--- src/rtl/serial_cascade_comparator_pkg.sv ---
// cmp_pkg: state encoding, digit width and cascade reset constants for the serial comparator.
package cmp_pkg;
   typedef enum logic [1:0] {
      IDLE = 2'd0,
      RUN  = 2'd1,
      DONE = 2'd2
   } state_t;
   localparam int DIG_W = 2;
   localparam logic G0 = 1'b0;
   localparam logic E0 = 1'b1;
   localparam logic L0 = 1'b0;
endpackage

--- src/rtl/serial_cascade_comparator_if.sv ---
// serial_cascade_comparator_if: start/done handshake, operands and G/E/L result bundle.
interface serial_cascade_comparator_if #(parameter int WIDTH = 8);
   logic             start;
   logic [WIDTH-1:0] a;
   logic [WIDTH-1:0] b;
   logic             busy;
   logic             done;
   logic             gt;
   logic             eq;
   logic             lt;
   modport master (output start, a, b, input busy, done, gt, eq, lt);
   modport slave  (input start, a, b, output busy, done, gt, eq, lt);
endinterface

--- src/rtl/serial_cascade_comparator_slice.sv ---
// cmp2_slice: combinational 2-bit magnitude slice; compares its digit only while the cascade is still equal.
module cmp2_slice
   import cmp_pkg::*;
(
   input  logic [DIG_W-1:0] a_d,
   input  logic [DIG_W-1:0] b_d,
   input  logic             gi,
   input  logic             ei,
   input  logic             li,
   output logic             go,
   output logic             eo,
   output logic             lo
);
   assign go = ei ? (a_d > b_d) : gi;
   assign eo = ei ? (a_d == b_d) : 1'b0;
   assign lo = ei ? (a_d < b_d) : li;
endmodule

--- src/rtl/serial_cascade_comparator.sv ---
// serial_cascade_comparator: WIDTH-bit compare, one 2-bit digit per cycle MSB first, start/done handshake.
// Optional macro EARLY_EXIT_EN: finish as soon as the cascade leaves the equal state.
module serial_cascade_comparator
   import cmp_pkg::*;
#(
   parameter int WIDTH = 8
) (
   input logic                     clk,
   input logic                     rst,
   serial_cascade_comparator_if.slave bus
);
   localparam int NDIG = WIDTH / DIG_W;
   localparam int CW   = NDIG > 1 ? $clog2(NDIG) : 1;
   state_t state, state_nx;
   logic [WIDTH-1:0] sa, sb;
   logic [CW-1:0] cnt;
   logic cg, ce, cl, go, eo, lo, gt, eq, lt, load, last;
   cmp2_slice u_slice (
      .a_d(sa[WIDTH-1 -: DIG_W]),
      .b_d(sb[WIDTH-1 -: DIG_W]),
      .gi(cg), .ei(ce), .li(cl),
      .go(go), .eo(eo), .lo(lo)
   );
`ifdef EARLY_EXIT_EN
   assign last = (cnt == '0) || !eo;
`else
   assign last = (cnt == '0);
`endif
   assign load = bus.start && (state != RUN);
   always_comb begin
      state_nx = state;
      state_nx = (state == RUN) ? (last ? DONE : RUN) : (bus.start ? RUN : IDLE);
   end
   always_ff @(posedge clk) begin
      if (rst) state <= IDLE;
      else     state <= state_nx;
   end
   always_ff @(posedge clk) begin
      if (rst) begin
         sa  <= '0;
         sb  <= '0;
         cnt <= '0;
         cg  <= G0;
         ce  <= E0;
         cl  <= L0;
         gt  <= 1'b0;
         eq  <= 1'b0;
         lt  <= 1'b0;
      end else if (load) begin
         sa  <= bus.a;
         sb  <= bus.b;
         cnt <= CW'(NDIG - 1);
         cg  <= G0;
         ce  <= E0;
         cl  <= L0;
      end else if (state == RUN) begin
         sa  <= sa << DIG_W;
         sb  <= sb << DIG_W;
         cnt <= cnt - 1'b1;
         cg  <= go;
         ce  <= eo;
         cl  <= lo;
         // Result registers load only on the transition into DONE
         if (last) begin
            gt <= go;
            eq <= eo;
            lt <= lo;
         end
      end
   end
   assign bus.busy = (state == RUN);
   assign bus.done = (state == DONE);
   assign bus.gt   = gt;
   assign bus.eq   = eq;
   assign bus.lt   = lt;
endmodule

--- src/flat_wrapper.sv ---
// flat-port wrapper written by rule: the top's interface ports become plain ports
module serial_cascade_comparator_flat import cmp_pkg::*;
#(
   parameter int WIDTH = 8
)
  (clk, rst, bus_start, bus_a, bus_b, bus_busy, bus_done, bus_gt, bus_eq, bus_lt);
  serial_cascade_comparator_if #(.WIDTH(WIDTH)) bus_i ();
  input logic clk;
  input logic rst;
  input wire logic [$bits(bus_i.start)-1:0] bus_start;
  input wire logic [$bits(bus_i.a)-1:0] bus_a;
  input wire logic [$bits(bus_i.b)-1:0] bus_b;
  output wire logic [$bits(bus_i.busy)-1:0] bus_busy;
  output wire logic [$bits(bus_i.done)-1:0] bus_done;
  output wire logic [$bits(bus_i.gt)-1:0] bus_gt;
  output wire logic [$bits(bus_i.eq)-1:0] bus_eq;
  output wire logic [$bits(bus_i.lt)-1:0] bus_lt;
  assign bus_i.start = bus_start;
  assign bus_i.a = bus_a;
  assign bus_i.b = bus_b;
  assign bus_busy = bus_i.busy;
  assign bus_done = bus_i.done;
  assign bus_gt = bus_i.gt;
  assign bus_eq = bus_i.eq;
  assign bus_lt = bus_i.lt;
  serial_cascade_comparator #(.WIDTH(WIDTH)) u_core (.clk(clk), .rst(rst), .bus(bus_i));
endmodule
--- config.mk ---
export PLATFORM = sky130hd
export DESIGN_NAME = serial_cascade_comparator_flat
export DESIGN_NICKNAME = d
export VERILOG_FILES = /design/src/rtl/serial_cascade_comparator_pkg.sv /design/src/rtl/serial_cascade_comparator_if.sv /design/src/rtl/serial_cascade_comparator_slice.sv /design/src/rtl/serial_cascade_comparator.sv /design/src/flat_wrapper.sv
export SDC_FILE = /design/constraint.sdc
export NUM_CORES = 1
export LEC_CHECK = 0
export ABC_AREA = 1
export ABC_CLOCK_PERIOD_IN_PS = 1200
export CORE_UTILIZATION = 45
export CTS_BUF_LIST = sky130_fd_sc_hd__clkbuf_4 sky130_fd_sc_hd__clkbuf_8 sky130_fd_sc_hd__clkbuf_16
export DETAILED_ROUTE_END_ITERATION = 12
export GPL_TIMING_DRIVEN = 0
export HOLD_SLACK_MARGIN = 0.1
export PLACE_DENSITY_LB_ADDON = 0.3
export SETUP_SLACK_MARGIN = 0.5
export SLEW_MARGIN = 20
export SYNTH_ARGS = -nofsm -noshare
export SYNTH_HDL_FRONTEND = slang
export SYNTH_SLANG_ARGS = --single-unit
--- constraint.sdc ---
create_clock -name clk -period 1.2 [get_ports clk]
set_clock_uncertainty 0.05 [all_clocks]
set_input_delay 0.36 -clock clk [delete_from_list [all_inputs] [get_ports clk]]
set_output_delay 0.36 -clock clk [all_outputs]
set_load 0.005 [all_outputs]
ff_map.png
Drawn at 6 px/um.
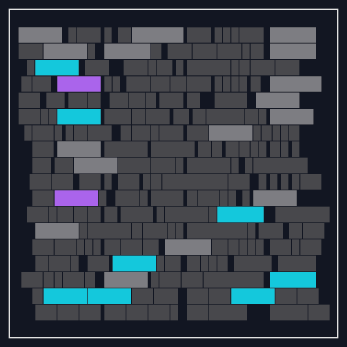
- cyan: u_core.sb (sequential cells 8)
- purple: u_core.cnt (sequential cells 2)

floorplan.png
Drawn at 6 px/um. Pins as bars on the die edge.
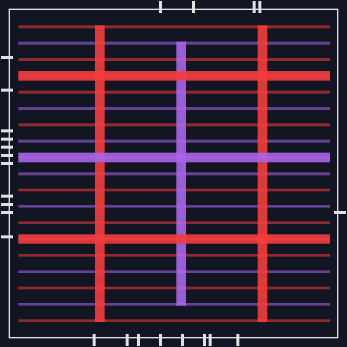
- purple: VDD
- red: VSS
- met1 rails: 19
- met5 straps: 3
- rows: 18

util_map.png
Drawn at 6 px/um. 11 x 11 tiles, from black (low) to pale yellow (high), 0 to 100% covered.
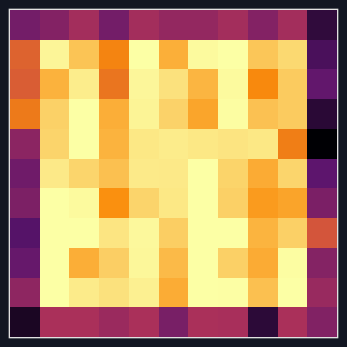
- tiles over 75% full: 64%
- densest ninth of the die: middle
- fullest tile: 100%
- mean over tiles: 73%
- nearly empty tiles: 0.80%

clock_nets.png
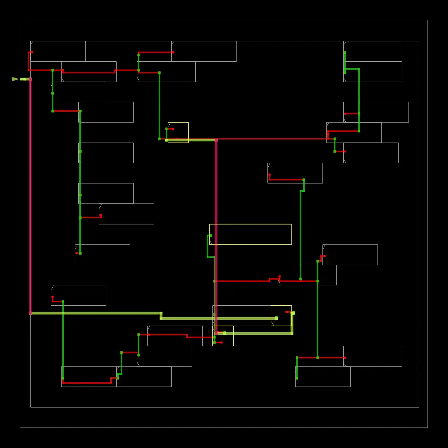
Clock group: 0.631 mW
CTS Sinks: 26
Num CTS Buffers: 3
flip-flops: 26

m2.png
Drawn at 6 px/um.
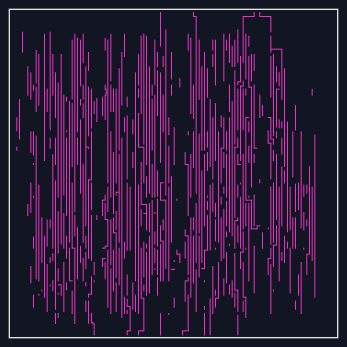
- share of all routed wire: 48%
- nets with wire on the layer: 225
- wire length on this layer: 2470 um

==> cell type report <==
cell class	instances	area (um^2)	area share (%)
Buffer	7	78.8	3.57
Clock buffer	3	22.5	1.02
Clock inverter	1	30.0	1.36
Inverter	27	104	4.71
Multi-Input combinational cell	120	910	41.2
Sequential cell	26	536	24.3
Tap cell	30	37.5	1.70
Timing Repair Buffer	42	489	22.2
==> worst register-to-register path: stages, from the launching register on <==
cell and delay [ps]:
dfxtp_4 390, inv_4 50, nor2_4 30, buf_4 120
buf_6 100, buf_6 130, buf_6 110, buf_8 130
nand2_2 60, nand3_2 60, nand2_1 80, inv_1 70
==> sequential cells by signal, summed over array words and instances, names as in the netlist <==
register / cells
u_core.sa: 8
u_core.sb: 8
u_core.cnt: 2
u_core.state: 2
u_core.bus.eq: 1
u_core.bus.gt: 1
u_core.bus.lt: 1
u_core.ce: 1
u_core.cg: 1
u_core.cl: 1
==> metrics by stage <==
stage	worst slack, ps	util (%)	cell area [um^2]
floorplan	104	-	1330
global placement	-477	62.7	1600
detailed placement	-488	62.7	1600
CTS	-240	80.9	2060
global route	-319	86.7	2210
finish	-270	86.7	2210
==> per-layer routing <==
metal | routed length, um | global-route usage (%) | vias to the layer above
li1 | - | - | 661
met1 | 1980 | 39.9 | 713
met2 | 2470 | 51.6 | 84
met3 | 360 | 5.83 | 28
met4 | 318 | 22.2 | 0
met5 | 0 | 0 | -
==> cell usage after synthesis (2+ instances only) <==
cell type   n
buf_6       3
ha_1        3
nand2_1    55
dfxtp_1    26
inv_1      26
nor2_2      2
nand3_1    40
nor2_1      7
buf_4       2
a21oi_1     9
==> cells in the final DEF (no fill, tap or decap), drive strengths merged, types with 2 or more instances in the layout <==
master,n
buf,30
a21oi,9
nand2,56
dfxtp,26
inv,27
dlygate4sd2,2
ha,3
nand3,40
clkdlybuf4s50,16
clkbuf,4
nor2,10
==> power groups by stage <==
stage	logic (mW)	registers [mW]	clock network, mW
after floorplan	0.289	0.975	0
after global placement	0.425	0.979	0
after detailed placement	0.439	0.983	0
after CTS	0.687	0.968	0.619
after global routing	0.871	0.989	0.666
final	0.830	0.986	0.631
==> kinds of logic after synthesis <==
kind of cell | Yosys count | synth area share, %
and+or+nand+nor | 107 | 37.8
buffers and inverters | 34 | 13.1
DFF | 26 | 42.0
AOI/OAI and AO/OA | 10 | 4.04
adders and majority gates | 3 | 3.03
==> final timing paths <==
path	from	endpoint	slack (ps)	cells after the start
worst max-delay path	u_core.state[0]	u_core.sa[5]	-270	11
worst min-delay path	u_core.bus.lt	u_core.bus.lt	440	2
worst max register to register	u_core.state[0]	u_core.sa[5]	-270	11
worst min register to register	u_core.bus.lt	u_core.bus.lt	440	2
==> timing repair <==
item / CTS / global route
hold endpoints to repair: 0 / 0
gates resized: 80 / 29
pin swaps: 15 / 11
cloned: 3 / 0
setup buffers: 14 / 2
endpoints found under the setup margin: 31 / 31
==> flow_summary.toml <==
# implementation run metrics
[power_and_ir_drop]
power_frac_seq_pct = 40.3
p_leak_nw = 1.10
power_mw = 2.45
comb_power_share_pct = 33.9
clkPwrFrac_pct = 25.8
netSwitchingFraction_pct = 31.5
powerDensity_nw_per_um2 = 1110
p_int_mw = 1.68
p_sw_mw = 0.770
vdd_drop_max_mv = 0.906

[route]
viasPerCell = 5.80
vias = 1486
wl_per_cell_um = 20.0
drt-initial-drc-count = 68
drt_pass1_iterations = 4
drc = 0
ant_nets = 0
routed_wl_um = 5120

[flow_run]
openroad.warnings = 29
cap_violations = 0

[logic_synthesis]
numSynthFlops = 26
synthTopCellsByArea = "dfxtp_1 42%, nand2_1 17%, nand3_1 16%"
synth_nets = 202
synth.largest_area_cell = "dfxtp_1"
netlist_area_um2 = 1240
yosys_cells = 180
ys.flop_type = "dfxtp_1"
post_synth_inst_count = 180
async_flop_share_pct = 0
synth_cell_types = 17
yosys.area.top_type_share_pct = 42.0
ys_warn_count = 0
syn_avg_cell_area_um2 = 6.89
ys_area_um2 = 1240
ys_seq_share_pct = 42.0

[setup_path]
crit_required_ps = 1400
worstPathCellList = "inv_4, nor2_4, buf_4, buf_6, buf_6, buf_6, buf_8, nand2_2, nand3_2, nand2_1, inv_1"
slowest_delay_ps = 390
path_buffers = 7
cp_slowest_cell = "dfxtp_4"
start_kind = "flop"
arrival_ps = 1670
critPathKind = "flop to flop"
worst_setup_path_end_kind = "flop"
crit_family = "buffers and inverters"
worstPathMaxFanout = 5

[global_routing]
grt_usage_pct = 32.6
grt_remaining_overflow = 0
grt_max_degree = 16
grt_pass1_vias = 1411
grt_pass1_wl_um = 6640
antenna_found_initial = 0

[die]
pin_count = 24
core-area_um2 = 2540
initCoreUtil_pct = 48.7
die_w_um = 54.5
die_y_um = 54.5
die_area_um2 = 2970
row_count = 18

[finish]
num-nets-final = 249
drive_gt1_share_pct = 48.7
fillCellCount = 128
diodes = 0
finalNonFillerCells = 256
syn_to_final_growth_pct = 78.0

[timing]
hold_violations = 0
slew_headroom_pct = 71.6
fin_tns_setup_ps = -4610
setup_viol = 31
rsz0062_at_grt = "true"
worst_pin_slew_ps = 427
max_freq_ghz = 0.680
period_minus_slack_ps = 1470
setup_ws_ps = -270
report.final.slew_viol_count = 0
timing.hold.ws_ps = 435

[clock_network]
path_clk_slew_ps = 150
cts_hold_buf = 0
cts_tree = "built"
clock_latency_ps = 340
root_buffer = "clkbuf_4"
htree_levels = 1

[place]
hpwl_um = 2070
port_buffers = 23
gp_congestion = 0.784

[min_path]
hold_class = "flop to flop"

[run_status]
violations = "setup timing"
outcome = "finished, violations left"
No activity file was given, so power comes from the tool's default toggle rates.
